**src/rtl/parallel_serial_framer_pkg.sv**
```systemverilog
// Shared types for the parallel serial framer: FIFO word layout, word type
// codes and the framing state machine encoding.
package parallel_serial_pkg;

   localparam int PAYLOAD_W = 32;
   localparam int TAG_W     = 4;
   localparam int WORD_W    = TAG_W + PAYLOAD_W;

   typedef enum logic [1:0] {
      TYPE_DATA = 2'b00,
      TYPE_HDR  = 2'b10,
      TYPE_TRL  = 2'b11
   } word_type_e;

   typedef enum logic [1:0] {
      IDLE,
      HEADER,
      CAPTURE,
      TRAILER
   } state_e;

   typedef struct packed {
      word_type_e             wtype;
      logic                   ovf;
      logic                   ign;
      logic [PAYLOAD_W-1:0]   payload;
   } fifo_word_t;

   function automatic fifo_word_t make_word(word_type_e wtype, logic ovf, logic ign,
                                            logic [PAYLOAD_W-1:0] payload);
      fifo_word_t w;
      w.wtype   = wtype;
      w.ovf     = ovf;
      w.ign     = ign;
      w.payload = payload;
      return w;
   endfunction

endpackage

```
**src/rtl/parallel_serial_framer_if.sv**
```systemverilog
// Lane inputs, FIFO write port and status outputs of the framer, bundled
// so the framer and its environment connect through one port.
interface parallel_serial_framer_if #(
   parameter int N_LANES   = 8,
   parameter int CNT_WIDTH = 16
);
   import parallel_serial_pkg::*;

   logic                  start;
   logic [N_LANES-1:0]    fd;
   logic                  fifo_full;
   logic                  fifo_wr_en;
   logic [WORD_W-1:0]     data_out;
   logic                  busy;
   logic [31:0]           frame_cnt;
   logic [CNT_WIDTH-1:0]  drop_cnt;

   modport master (
      input  start, fd, fifo_full,
      output fifo_wr_en, data_out, busy, frame_cnt, drop_cnt
   );

   modport slave (
      output start, fd, fifo_full,
      input  fifo_wr_en, data_out, busy, frame_cnt, drop_cnt
   );

endinterface

```
**src/rtl/parallel_serial_framer_lane_packer.sv**
```systemverilog
// Shift accumulator that packs K = 32/N_LANES lane samples into one 32-bit
// word, first sample in the MSBs; word_done marks the cycle the word completes.
module lane_packer
   import parallel_serial_pkg::*;
#(
   parameter int N_LANES = 8
) (
   input  logic                  clk,
   input  logic                  rst,
   input  logic                  clear,
   input  logic                  sample_en,
   input  logic [N_LANES-1:0]    fd,
   output logic                  word_done,
   output logic [PAYLOAD_W-1:0]  word
);

   localparam int K    = PAYLOAD_W / N_LANES;
   localparam int SW   = (K > 1) ? $clog2(K) : 1;
   localparam int ACCW = PAYLOAD_W - N_LANES;

   generate
      if (K == 1) begin : g_wide
         assign word      = fd;
         assign word_done = sample_en;
      end else begin : g_shift
         logic [ACCW-1:0] acc_q;
         logic [SW-1:0]   smp_q;

         // The completed word is the held samples with the current one appended.
         assign word      = {acc_q, fd};
         assign word_done = sample_en && (smp_q == SW'(K - 1));

         // NOTE: sequential state uses non-blocking assignments so every
         // register samples pre-edge values regardless of block ordering.
         always_ff @(posedge clk) begin
            if (rst || clear) begin
               smp_q <= '0;
            end else if (sample_en) begin
               smp_q <= word_done ? '0 : smp_q + 1'b1;
            end
         end

         // NOTE: the accumulator is pure datapath and needs no reset; stale
         // bits are shifted out before any word built from them is used.
         always_ff @(posedge clk) begin
            if (sample_en) begin
               acc_q <= word[ACCW-1:0];
            end
         end
      end
   endgenerate

endmodule

```
**src/rtl/parallel_serial_framer.sv**
```systemverilog
// Captures a fixed-length burst from N_LANES serial lanes after start and
// writes header, packed data words and a trailer into the readout FIFO.
module parallel_serial_framer
   import parallel_serial_pkg::*;
#(
   parameter int N_LANES    = 8,
   parameter int FRAME_BITS = 16,
   parameter int FIFO_WIDTH = 36,
   parameter int CNT_WIDTH  = 16
) (
   input logic                       clk,
   input logic                       rst,
   parallel_serial_framer_if.master  bus
);

   localparam int               SMP_W    = $clog2(FRAME_BITS + 1);
   localparam logic [SMP_W-1:0] SMP_LAST = SMP_W'(FRAME_BITS);

   state_e                 state_q, state_d;
   logic [SMP_W-1:0]       smp_q;
   logic                   valid_q;
   logic [FIFO_WIDTH-1:0]  dout_q;
   logic [31:0]            frame_cnt_q;
   logic [15:0]            frame_no_q;
   logic [15:0]            frame_drops_q;
   logic                   ign_q;
   logic [CNT_WIDTH-1:0]   drop_cnt_q;

   logic                   busy;
   logic                   accept;
   logic                   ign_set;
   logic                   smp_done;
   logic                   sample_en;
   logic                   wr_en;
   logic                   drop_now;
   logic                   trl_written;
   logic [15:0]            frame_drops_d;
   logic                   ign_d;

   logic                   word_done;
   logic [PAYLOAD_W-1:0]   word;

   lane_packer #(
      .N_LANES   (N_LANES)
   ) u_packer (
      .clk       (clk),
      .rst       (rst),
      .clear     (accept),
      .sample_en (sample_en),
      .fd        (bus.fd),
      .word_done (word_done),
      .word      (word)
   );

   always_ff @(posedge clk) begin
      if (rst) begin
         state_q <= IDLE;
      end else begin
         state_q <= state_d;
      end
   end

   // NOTE: every always_comb output gets a default before the case so no
   // path leaves it unassigned and no latch is inferred.
   always_comb begin
      state_d = state_q;
      unique case (state_q)
         IDLE:    if (accept)      state_d = HEADER;
         HEADER:                   state_d = CAPTURE;
         CAPTURE: if (smp_done)    state_d = TRAILER;
         TRAILER: if (trl_written) state_d = IDLE;
         default:                  state_d = IDLE;
      endcase
   end

   // The HEADER cycle already takes the first sample; CAPTURE ends with one
   // drain cycle that presents the last data word before the trailer loads.
   always_comb begin
      busy          = (state_q != IDLE);
      accept        = (state_q == IDLE) && bus.start;
      ign_set       = busy && bus.start;
      smp_done      = (smp_q == SMP_LAST);
      sample_en     = (state_q == HEADER) || ((state_q == CAPTURE) && !smp_done);
      wr_en         = valid_q && !bus.fifo_full;
      drop_now      = valid_q && bus.fifo_full && (state_q != TRAILER);
      trl_written   = (state_q == TRAILER) && wr_en;
      frame_drops_d = (frame_drops_q == 16'hFFFF) ? frame_drops_q
                                                  : frame_drops_q + 16'(drop_now);
      ign_d         = ign_q || ign_set;
   end

   always_ff @(posedge clk) begin
      if (rst) begin
         smp_q         <= '0;
         frame_cnt_q   <= '0;
         frame_no_q    <= '0;
         frame_drops_q <= '0;
         ign_q         <= 1'b0;
         drop_cnt_q    <= '0;
      end else begin
         if (accept) begin
            smp_q <= '0;
         end else if (sample_en) begin
            smp_q <= smp_q + 1'b1;
         end

         if (drop_now && (drop_cnt_q != '1)) begin
            drop_cnt_q <= drop_cnt_q + 1'b1;
         end

         if (accept) begin
            frame_cnt_q   <= frame_cnt_q + 32'd1;
            frame_no_q    <= frame_cnt_q[15:0];
            frame_drops_q <= '0;
            ign_q         <= 1'b0;
         end else if (busy) begin
            frame_drops_q <= frame_drops_d;
            ign_q         <= ign_d;
         end
      end
   end

   // Output word register; the trailer folds in a drop or ignored start
   // occurring in its own load cycle, and is held until the FIFO takes it.
   always_ff @(posedge clk) begin
      if (rst) begin
         valid_q <= 1'b0;
         dout_q  <= '0;
      end else if (accept) begin
         valid_q <= 1'b1;
         dout_q  <= make_word(TYPE_HDR, 1'b0, 1'b0, frame_cnt_q);
      end else if (word_done) begin
         valid_q <= 1'b1;
         dout_q  <= make_word(TYPE_DATA, 1'b0, 1'b0, word);
      end else if ((state_q == CAPTURE) && smp_done) begin
         valid_q <= 1'b1;
         dout_q  <= make_word(TYPE_TRL, frame_drops_d != '0, ign_d,
                              {frame_no_q, frame_drops_d});
      end else if (state_q == TRAILER) begin
         valid_q <= !trl_written;
         if (!trl_written && ign_set) begin
            dout_q[PAYLOAD_W] <= 1'b1;
         end
      end else begin
         valid_q <= 1'b0;
      end
   end

   assign bus.fifo_wr_en = wr_en;
   assign bus.data_out   = dout_q;
   assign bus.busy       = busy;
   assign bus.frame_cnt  = frame_cnt_q;
   assign bus.drop_cnt   = drop_cnt_q;

endmodule

```
**src/flat_wrapper.sv**
```systemverilog
// flat-port wrapper written by rule: the top's interface ports become plain ports
module parallel_serial_framer_flat import parallel_serial_pkg::*;
#(
   parameter int N_LANES    = 8,
   parameter int FRAME_BITS = 16,
   parameter int FIFO_WIDTH = 36,
   parameter int CNT_WIDTH  = 16
)
  (clk, rst, bus_start, bus_fd, bus_fifo_full, bus_fifo_wr_en, bus_data_out, bus_busy, bus_frame_cnt, bus_drop_cnt);
  parallel_serial_framer_if #(.N_LANES(N_LANES), .CNT_WIDTH(CNT_WIDTH)) bus_i ();
  input logic clk;
  input logic rst;
  input wire logic [$bits(bus_i.start)-1:0] bus_start;
  input wire logic [$bits(bus_i.fd)-1:0] bus_fd;
  input wire logic [$bits(bus_i.fifo_full)-1:0] bus_fifo_full;
  output wire logic [$bits(bus_i.fifo_wr_en)-1:0] bus_fifo_wr_en;
  output wire logic [$bits(bus_i.data_out)-1:0] bus_data_out;
  output wire logic [$bits(bus_i.busy)-1:0] bus_busy;
  output wire logic [$bits(bus_i.frame_cnt)-1:0] bus_frame_cnt;
  output wire logic [$bits(bus_i.drop_cnt)-1:0] bus_drop_cnt;
  assign bus_i.start = bus_start;
  assign bus_i.fd = bus_fd;
  assign bus_i.fifo_full = bus_fifo_full;
  assign bus_fifo_wr_en = bus_i.fifo_wr_en;
  assign bus_data_out = bus_i.data_out;
  assign bus_busy = bus_i.busy;
  assign bus_frame_cnt = bus_i.frame_cnt;
  assign bus_drop_cnt = bus_i.drop_cnt;
  parallel_serial_framer #(.N_LANES(N_LANES), .FRAME_BITS(FRAME_BITS), .FIFO_WIDTH(FIFO_WIDTH), .CNT_WIDTH(CNT_WIDTH)) u_core (.clk(clk), .rst(rst), .bus(bus_i));
endmodule
```
**config.mk**
```make
export PLATFORM = sky130hd
export DESIGN_NAME = parallel_serial_framer_flat
export DESIGN_NICKNAME = d
export VERILOG_FILES = /design/src/rtl/parallel_serial_framer_pkg.sv /design/src/rtl/parallel_serial_framer_if.sv /design/src/rtl/parallel_serial_framer_lane_packer.sv /design/src/rtl/parallel_serial_framer.sv /design/src/flat_wrapper.sv
export SDC_FILE = /design/constraint.sdc
export NUM_CORES = 1
export LEC_CHECK = 0
export CORE_ASPECT_RATIO = 1.4
export CORE_MARGIN = 2
export CORE_UTILIZATION = 55
export DETAILED_ROUTE_END_ITERATION = 12
export GPL_TIMING_DRIVEN = 0
export HOLD_SLACK_MARGIN = 0.15
export MAX_ROUTING_LAYER = met4
export PLACE_DENSITY = 0.91
export SETUP_SLACK_MARGIN = 0.02
export SYNTH_ARGS = -nofsm -noshare
export SYNTH_HDL_FRONTEND = slang
export SYNTH_SLANG_ARGS = --single-unit
```
**constraint.sdc**
```tcl
create_clock -name clk -period 3.3 [get_ports clk]
set_input_delay 0.495 -clock clk [delete_from_list [all_inputs] [get_ports clk]]
set_output_delay 0.495 -clock clk [all_outputs]
set_load 0.01 [all_outputs]
```
==> run_1/congestion_map.png <==
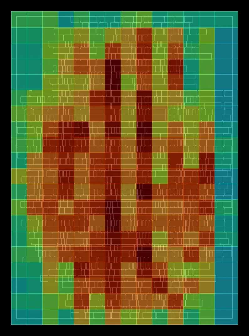
Most Used Layer, Global Route: met2
routed len/inst: 19.52 um
Total GRT Usage: 0.3210
Core Util, Final: 0.6987
met1 Track Usage GR: 0.3551

==> run_1/m4.png <==
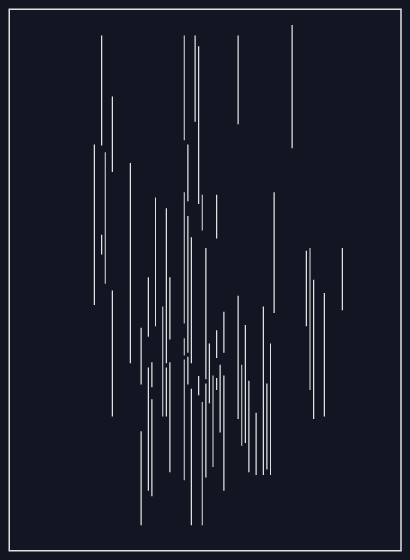
The longest straight run is 51.0 um. 50 nets have wire on it. The layer carries 1410 um of wire.
Routed WL: 21260 um
Vias: 6746

==> run_results.csv, run 1 <==
group,metric,value,unit
worst_setup_path,worstSetupPathType,"reg -> reg",
pwr,p_clk_frac,0.335,
synth,synth-async-reset-ratio,0,
placed_design,place.gp.congestion,0.9925,
outcome,status,"finished, final reports clean",
cells_and_area,nNonClkInverters,18,
cells_and_area,num_antenna_cells,0,
placed_design,place_ws,-0.4930,ns
worst_setup_path,crit_family,"AND-OR/OR-AND gates",
synth,yosysWarnings,0,
timing,tightest_slew,0.8351,ns
synth,ys_cells,807,
floorplanning,io_pins,98,
drt,drt-pass1-iter-count,6,
worst_setup_path,worst_ep_arrival_time,3.38,ns
cells_and_area,nMultiInputCombCells,588,
clock_tree,cts_htree_levels,4,
synth,synth.top_cell.area_share,0.3590,
timing,hold_viol,0,
pwr,p_leak,3.139,nW
hold_path,hold_path_class,"reg -> reg",
synth,edf_count,24,
hold_path,hold_start,"u_core.u_packer.g_shift.acc_q[12]",
worst_setup_path,cp_cell_sequence,"ha_1, nand3b_1, inv_1, ha_1, ha_2, and3_2, nand2_1, o31a_1, a2111oi_4, o2111ai_2, o211a_1",
drt,via_per_inst,6.195,
floorplanning,taps,153,
cells_and_area,bufAreaShareNonClock,0.1331,
pwr,switching_share,0.3318,
synth,synth.most_common_cell,"nand2_1",
timing,finalCriticalPeriod,3.056,ns
global_route,first_global_vias,6556,
worst_setup_path,cp.depth,11,
cells_and_area,fillers,882,
clock_tree,cts.clk_slew.worst_paths,0.07,ns
synth,synthAoiAreaFrac,0.1337,
worst_setup_path,cpMaxStageDelayCell,"a2111oi_4",
synth,logic_family,"simple AND/OR/NAND/NOR gates",
timing,rsz0062_at_grt,"no",
synth,synth_seq_share,0.4608,
pwr,seqPwrFrac,0.417,
global_route,gr-total-overflow,0,
cells_and_area,clock_buffers,23,
clock_tree,root_buffer,"clkbuf_16",
synth,numSynthFlops,151,
timing,fin_tns_setup,0,ns
global_route,grt_pass1_wl,33810,um
worst_setup_path,end_kind,"register",
==> run_1/m3.png <==
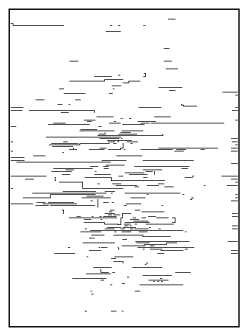
169 nets have wire on it. The longest straight run is 40.9 um. The layer carries 1670 um of wire. The wires run mostly horizontal. The layer holds 7.9% of the routed length.

==> run_1/m1.png <==
The bar under the picture is 20 um long.
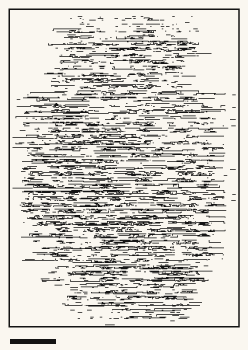
The layer holds 35% of the routed length. The layer carries 7390 um of wire. 867 nets have wire on it. The wires run mostly horizontal.

## run 1: worst register-to-register path: stages (launching register included)
cell and delay [ns]:
dfxtp_1 0.34, ha_1 0.28, nand3b_1 0.20, inv_1 0.10
ha_1 0.23, ha_2 0.24, and3_2 0.26, nand2_1 0.15
o31a_1 0.35, a2111oi_4 0.41, o2111ai_2 0.23, o211a_1 0.17
## run 1: per-stage QoR
stage	area (sq um)	total power, mW
floorplan	7082	3.248
global placement	8234	3.810
detailed placement	8235	3.861
CTS	8837	5.809
global route	8867	6.034
finish	8867	5.860
## run 1: layer usage
metal / routed length, um / track usage / vias to the layer above
met5: 0 / - / -
met4: 1414 / 0.1997 / 0
met3: 1674 / 0.05966 / 124
met2: 10780 / 0.5274 / 417
met1: 7388 / 0.3551 / 3146
li1: - / - / 3059
## run 1: sequential cells by signal, summed over array words and instances (netlist names)
name,count
u_core.bus.data_out,36
u_core.bus.drop_cnt,16
u_core.bus.frame_cnt,32
u_core.frame_drops_q,16
u_core.frame_no_q,16
u_core.ign_q,1
u_core.smp_q,5
u_core.state_q,2
u_core.u_packer.g_shift.acc_q,24
u_core.u_packer.g_shift.smp_q,2
u_core.valid_q,1
## run 1: power by group through the flow
| stage | Clock, mW | Combinational, mW | Sequential, mW |
|---|---|---|---|
| 5_1_grt | 2.04 | 1.54 | 2.46 |
| 3_3_place_gp | 0 | 1.36 | 2.45 |
| 4_1_cts | 1.95 | 1.43 | 2.43 |
| 6_report | 1.96 | 1.45 | 2.44 |
| 3_5_place_dp | 0 | 1.40 | 2.46 |
| 2_1_floorplan | 0 | 0.805 | 2.44 |
## run 1: placed cells by master (no fill, tap or decap), types with 8 or more instances in the layout
master	instances
a21oi_1	55
a311o_1	18
and3_1	8
and4_1	11
buf_2	18
clkbuf_1	28
clkbuf_16	19
clkdlybuf4s50_1	96
dfxtp_1	127
edfxtp_1	24
ha_1	10
inv_1	17
nand2_1	128
nand3_1	25
nand4_1	18
nor2_1	123
nor3_1	20
o21ai_0	11
or3_1	8
xnor2_1	30
xor2_1	37
## run 1: kinds of logic (layout without fill, tap and decap cells)
| kind of cell | after synthesis | after routing |
|---|---|---|
| and+or+nand+nor | 375 | 375 |
| DFF | 151 | 151 |
| xor gates and xnor gates | 67 | 67 |
| AOI/OAI and AO/OA | 133 | 133 |
| buffers and inverters | 68 | 197 |
| muxes | 2 | 2 |
| adders and majority gates | 11 | 11 |
## run 1: worst max-delay path by stage
stage,startpoint,endpoint,slack [ns]
finish,u_core.state_q[0],u_core.bus.data_out[33],0.24
global route,u_core.state_q[0],u_core.bus.data_out[33],0.07
CTS,u_core.state_q[0],u_core.bus.data_out[33],0.03
detailed placement,bus_fifo_full,u_core.bus.data_out[33],-0.49
global placement,bus_fifo_full,u_core.bus.data_out[33],-0.45
floorplan,u_core.state_q[0],u_core.bus.data_out[33],0.67
## run 1: what timing repair did
| action | 4_1_cts | 5_1_grt |
|---|---|---|
| endpoints found under the setup margin | 1 | 2 |
| setup buffers | 0 | 1 |
| hold buffers | 0 | 0 |
| pin swaps | 1 | 0 |
| gates resized | 2 | 4 |
## Run 2: what changed since run 1
- CTS_BUF_LIST: unset -> sky130_fd_sc_hd__clkbuf_16
==> run_2/m4.png <==
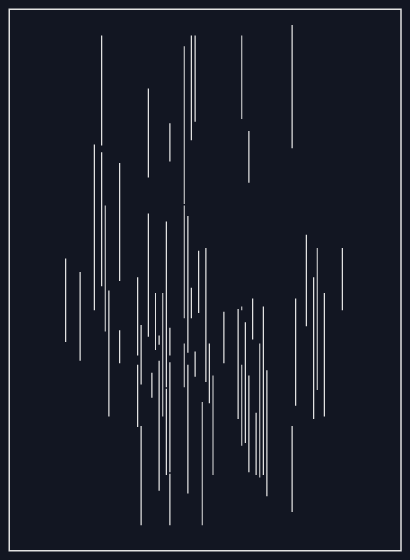
The wires run mostly vertical. The layer carries 1420 um of wire. 45 nets have wire on it. The layer holds 6.7% of the routed length.

==> run 2 against run 1 <==
- synthesized area stayed put
- cell count is the same
- sequential cell count stayed put
- wire length increased by 0.56%
- global-route usage about the same
- clock skew is essentially flat
- register-to-register slack gained 0.02 ns
- non-clock buffer count unchanged
- critical endpoint unchanged
==> run_results.csv, run 2 <==
group,metric,value,unit
timing,fin_tns_setup,0,ns
placed_design,place.gp.congestion,0.9925,
global_route,gr-total-overflow,0,
placed_design,place_ws,-0.4930,ns
hold_path,hold_path_class,"reg -> reg",
timing,tightest_slew,0.8200,ns
floorplanning,io_pins,98,
drt,num_vias,6712,
timing,rsz0062_at_grt,"no",
synth,ys_cells,807,
worst_setup_path,end_kind,"register",
synth,synth-async-reset-ratio,0,
hold_path,hold_start,"u_core.u_packer.g_shift.acc_q[12]",
synth,numSynthFlops,151,
synth,synth.most_common_cell,"nand2_1",
drt,via_per_inst,6.163,
pwr,p_leak,3.136,nW
pwr,fin_total_pwr,5.811,mW
clock_tree,cts.clk_slew.worst_paths,0.06,ns
drt,wl_per_cell,19.63,um
timing,finalCriticalPeriod,3.035,ns
clock_tree,cts_htree_levels,4,
cells_and_area,fillers,887,
synth,synth.top_cell.area_share,0.3590,
cells_and_area,num_antenna_cells,0,
placed_design,placed_cell_area,8235,sq um
cells_and_area,lay_top_count,"nand2_1",
global_route,first_global_vias,6566,
global_route,grt_use_total,0.3214,
outcome,status,"finished, final reports clean",
worst_setup_path,worstSetupPathType,"reg -> reg",
cells_and_area,post-route-util,0.6971,
global_route,grt_pass1_wl,33890,um
cells_and_area,largest_register_ff_count,36,
cells_and_area,layout_top_cells,"128 x nand2_1, 127 x dfxtp_1, 123 x nor2_1",
drt,drt-total-wl,21380,um
worst_setup_path,worst_ep_arrival_time,3.36,ns
clock_tree,root_buffer,"clkbuf_16",
==> run_2/m2.png <==
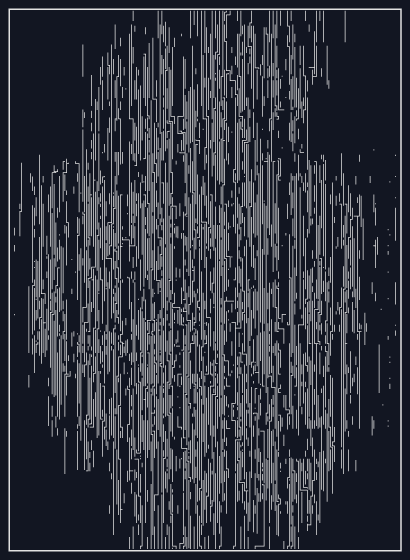
The wires run mostly vertical. The longest straight run is 53.7 um.

[run 2: report_power, final]
part / switching [mW] / internal, mW
clock: 0.797 / 1.12
sequential: 0.200 / 2.25
combinational: 0.952 / 0.498
[run 2: final cells by class]
class,count,area (sq um),area share
clock inverters,13,100.1,0.01131
inverters,18,67.56,0.007637
multi-input cells,588,3570,0.4035
plain buffers,50,211.5,0.02390
clock buffers,19,475.5,0.05374
flip-flops and latches,151,3263,0.3688
well taps,153,191.4,0.02164
repair buffers,97,968.4,0.1095
[run 2: per-layer routing]
metal | track usage | up-vias | routed length, um
met5 | - | - | 0
met4 | 0.2004 | 0 | 1424
met3 | 0.05865 | 129 | 1581
met2 | 0.5267 | 389 | 10920
met1 | 0.3574 | 3135 | 7455
li1 | - | 3059 | -
[run 2: worst max path at each step]
| stage | cells past startpoint | slack [ns] | from | end |
|---|---|---|---|---|
| global placement | 11 | -0.45 | bus_fifo_full | u_core.bus.data_out[33] |
| finish | 11 | 0.26 | u_core.state_q[0] | u_core.bus.data_out[33] |
| CTS | 11 | 0.03 | u_core.state_q[0] | u_core.bus.data_out[33] |
| detailed placement | 11 | -0.49 | bus_fifo_full | u_core.bus.data_out[33] |
| global route | 11 | 0.07 | u_core.state_q[0] | u_core.bus.data_out[33] |
| floorplan | 11 | 0.67 | u_core.state_q[0] | u_core.bus.data_out[33] |
[run 2: what timing repair did]
action / CTS / global route
pin swaps: 1 / 0
endpoints found under the setup margin: 1 / 2
resized: 2 / 4
gates cloned: 0 / 0
buffers inserted: 0 / 1
[run 2: logic make-up (layout without fill, tap and decap cells)]
family,count (synthesis),count (layout),share of synthesized area
and+or+nand+nor,375,375,0.2611
DFF,151,151,0.4608
AOI/OAI and AO/OA,133,133,0.1337
buffers and inverters,68,197,0.03922
xor gates and xnor gates,67,67,0.08286
adders and majority gates,11,11,0.01943
muxes,2,2,0.002827
[run 2: critical path: stages, from the launching register on]
cell       delay, ns
dfxtp_1         0.35
ha_1            0.27
nand3b_1        0.20
inv_1           0.10
ha_1            0.23
ha_2            0.24
and3_2          0.26
nand2_1         0.15
o31a_1          0.35
a2111oi_4       0.40
o2111ai_2       0.22
o211a_1         0.17
Power figures rest on the tool's default switching activity, not on a simulated workload.
